## config.mk

```make
export PLATFORM = sky130hd
export DESIGN_NAME = sa_sequencer
export DESIGN_NICKNAME = d
export VERILOG_FILES = /design/src/rtl/sa_sequencer.sv
export SDC_FILE = /design/constraint.sdc
export NUM_CORES = 1
export LEC_CHECK = 0
export CORE_MARGIN = 3
export CORE_UTILIZATION = 50
export DETAILED_ROUTE_END_ITERATION = 7
export HOLD_SLACK_MARGIN = 0.05
export PLACE_DENSITY_LB_ADDON = 0.12
export RECOVER_POWER = 25
export SLEW_MARGIN = 20
export SYNTH_ARGS = -nofsm -noshare
export SYNTH_HDL_FRONTEND = slang
export SYNTH_SLANG_ARGS = --single-unit
```

## constraint.sdc

```tcl
create_clock -name clk -period 10.7 [get_ports clk]
set_clock_uncertainty 0.2 [all_clocks]
set_input_delay 2.14 -clock clk [delete_from_list [all_inputs] [get_ports clk]]
set_output_delay 2.14 -clock clk [all_outputs]
set_load 0.02 [all_outputs]
```

## src/rtl/sa_sequencer.sv

```systemverilog
// Control sequencer for an N x N weight-stationary int8 systolic array:
// loads weight rows, streams skewed activation vectors, and flags valid results.
module sa_sequencer #(
   parameter int unsigned N  = 4,
   parameter int unsigned VW = 16
) (
   input  logic                 clk,
   input  logic                 reset,
   input  logic                 start,
   input  logic                 keep_w,
   input  logic [VW-1:0]        num_vecs,
   output logic                 busy,
   output logic                 done,
   output logic                 w_rd_en,
   output logic [$clog2(N)-1:0] w_rd_addr,
   output logic [N-1:0]         pe_load_row,
   output logic                 a_rd_en,
   output logic [VW-1:0]        a_rd_addr,
   output logic [N-1:0]         west_valid,
   output logic [N-1:0]         out_valid
);

   localparam int unsigned AW = $clog2(N);
   // Two spare bits let s reach M+2N-1 even for the largest M.
   localparam int unsigned CW = VW + 2;

   typedef enum logic [1:0] {IDLE, LOAD_W, STREAM} state_e;

   state_e          state_q, state_d;
   logic [CW-1:0]   cnt_q, cnt_d;
   logic [VW-1:0]   m_q, m_d;
   logic [CW-1:0]   m_ext;
   logic [CW-1:0]   s_last;

   logic            busy_q, busy_d;
   logic            done_q, done_d;
   logic            w_rd_en_q, w_rd_en_d;
   logic [AW-1:0]   w_rd_addr_q, w_rd_addr_d;
   logic [N-1:0]    pe_load_row_q, pe_load_row_d;
   logic            a_rd_en_q, a_rd_en_d;
   logic [VW-1:0]   a_rd_addr_q, a_rd_addr_d;
   logic [N-1:0]    west_valid_q, west_valid_d;
   logic [N-1:0]    out_valid_q, out_valid_d;

   // Next state, then outputs decoded from the next state so they register in step with it.
   always_comb begin
      state_d       = state_q;
      cnt_d         = cnt_q;
      m_d           = m_q;
      done_d        = 1'b0;
      w_rd_en_d     = 1'b0;
      w_rd_addr_d   = '0;
      pe_load_row_d = '0;
      a_rd_en_d     = 1'b0;
      a_rd_addr_d   = '0;
      west_valid_d  = '0;
      out_valid_d   = '0;
      s_last        = CW'(m_q) + CW'(2 * N - 1);

      case (state_q)
         IDLE: begin
            if (start) begin
               m_d   = num_vecs;
               cnt_d = '0;
               if (!keep_w) begin
                  state_d = LOAD_W;
               end else if (num_vecs != '0) begin
                  state_d = STREAM;
               end else begin
                  done_d = 1'b1;
               end
            end
         end
         LOAD_W: begin
            if (cnt_q == CW'(N)) begin
               cnt_d = '0;
               if (m_q != '0) begin
                  state_d = STREAM;
               end else begin
                  state_d = IDLE;
                  done_d  = 1'b1;
               end
            end else begin
               cnt_d = cnt_q + CW'(1);
            end
         end
         STREAM: begin
            if (cnt_q == s_last) begin
               state_d = IDLE;
               cnt_d   = '0;
               done_d  = 1'b1;
            end else begin
               cnt_d = cnt_q + CW'(1);
            end
         end
         default: begin
            state_d = IDLE;
            cnt_d   = '0;
         end
      endcase

      busy_d = (state_d != IDLE);
      m_ext  = CW'(m_d);

      if (state_d == LOAD_W) begin
         if (cnt_d < CW'(N)) begin
            w_rd_en_d   = 1'b1;
            w_rd_addr_d = AW'(cnt_d);
         end
         for (int unsigned i = 0; i < N; i++) begin
            pe_load_row_d[i] = (cnt_d == CW'(i + 1));
         end
      end

      // Row r sees vector m at s=m+1+r; column c emits vector m at s=m+N+1+c.
      if (state_d == STREAM) begin
         if (cnt_d < m_ext) begin
            a_rd_en_d   = 1'b1;
            a_rd_addr_d = VW'(cnt_d);
         end
         for (int unsigned i = 0; i < N; i++) begin
            west_valid_d[i] = (cnt_d >= CW'(i + 1)) && (cnt_d <= m_ext + CW'(i));
            out_valid_d[i]  = (cnt_d >= CW'(N + 1 + i)) && (cnt_d <= m_ext + CW'(N + i));
         end
      end
   end

   always_ff @(posedge clk) begin
      if (reset) begin
         state_q       <= IDLE;
         cnt_q         <= '0;
         m_q           <= '0;
         busy_q        <= 1'b0;
         done_q        <= 1'b0;
         w_rd_en_q     <= 1'b0;
         w_rd_addr_q   <= '0;
         pe_load_row_q <= '0;
         a_rd_en_q     <= 1'b0;
         a_rd_addr_q   <= '0;
         west_valid_q  <= '0;
         out_valid_q   <= '0;
      end else begin
         state_q       <= state_d;
         cnt_q         <= cnt_d;
         m_q           <= m_d;
         busy_q        <= busy_d;
         done_q        <= done_d;
         w_rd_en_q     <= w_rd_en_d;
         w_rd_addr_q   <= w_rd_addr_d;
         pe_load_row_q <= pe_load_row_d;
         a_rd_en_q     <= a_rd_en_d;
         a_rd_addr_q   <= a_rd_addr_d;
         west_valid_q  <= west_valid_d;
         out_valid_q   <= out_valid_d;
      end
   end

   assign busy        = busy_q;
   assign done        = done_q;
   assign w_rd_en     = w_rd_en_q;
   assign w_rd_addr   = w_rd_addr_q;
   assign pe_load_row = pe_load_row_q;
   assign a_rd_en     = a_rd_en_q;
   assign a_rd_addr   = a_rd_addr_q;
   assign west_valid  = west_valid_q;
   assign out_valid   = out_valid_q;

endmodule

```

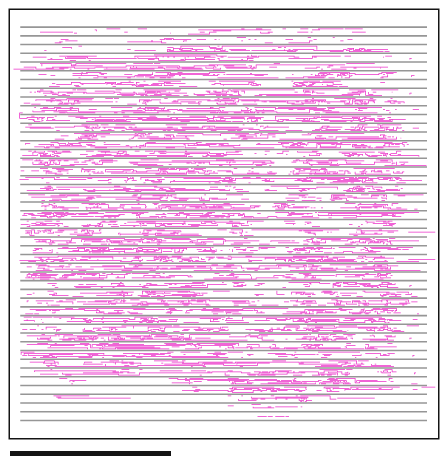
*Signal wires on met1*
The bar under the picture is 50 um long. Supply wires on this layer in grey.
- longest straight run: 43.4 um
- wire length on this layer: 10900 um
routed vias: 7789
final WL: 26500 um
grt met1 use: 38.0%

==> results_slide.txt <==
Key Metrics from the Run

Setup path
  • Critical Path Fanout Max: 22
  • Critical-path top delay cell: clkdlybuf4s50_1

Finish
  • Flops: 70
  • Clock Buffer Count: 9

Power and ir drop
  • Switching share of total power: 37.7%

Timing
  • Worst setup margin: 3.71 ns
  • RSZ-0062 raised after global routing: no
  • WHS: between 0.4 and 0.5 ns
  • Fmax: 143 MHz
  • Final min period: 6.99 ns

Floorplan
  • Fp util: 52.2%
  • Ports: about 54
  • Die Height: about 130 um

Yosys
  • Post-synth top flop: dfxtp_1
  • Asr flop ratio synth: 0%
  • Basic Gates by Area: 24.7%

Placement
  • Placed Instance Area: 8830 um^2

Drt
  • Final ANT Viol Nets: 0

Clock network
  • Hold buffer count at CTS: 0

Status
  • Status: completed
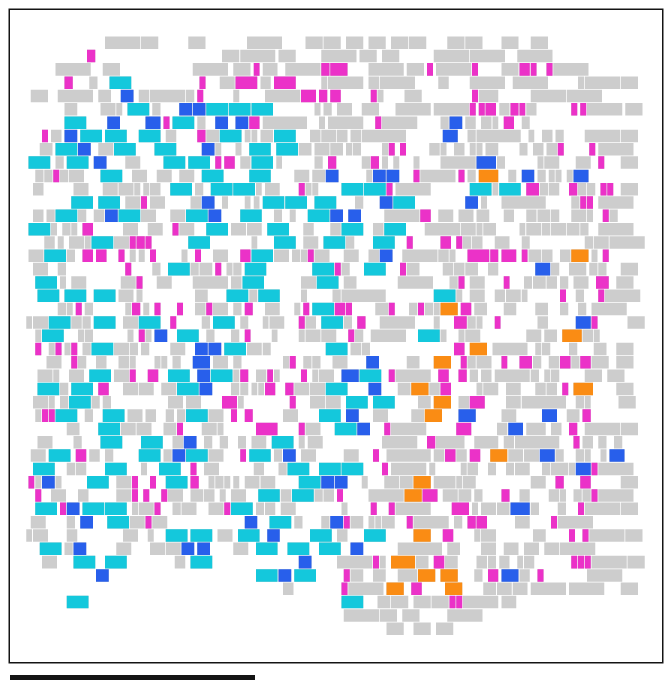
*Gate families picked out*
The bar under the picture is 50 um long.
- magenta: nor cells (cells 196; most used nor2_1; where all over the die)
- orange: mux cells (cells 19; most used mux2i_1)
- cyan: fa/ha/maj cells (cells 137; most used ha_1)
- blue: non-inverting ao/oa cells (cells 66; most used a21o_1; where all over the die)
Comb/total area: 69.4%
dominant logic cell type in the layout: ha_1
fin cells: 1295

Power is estimated from default activity; no workload was simulated.
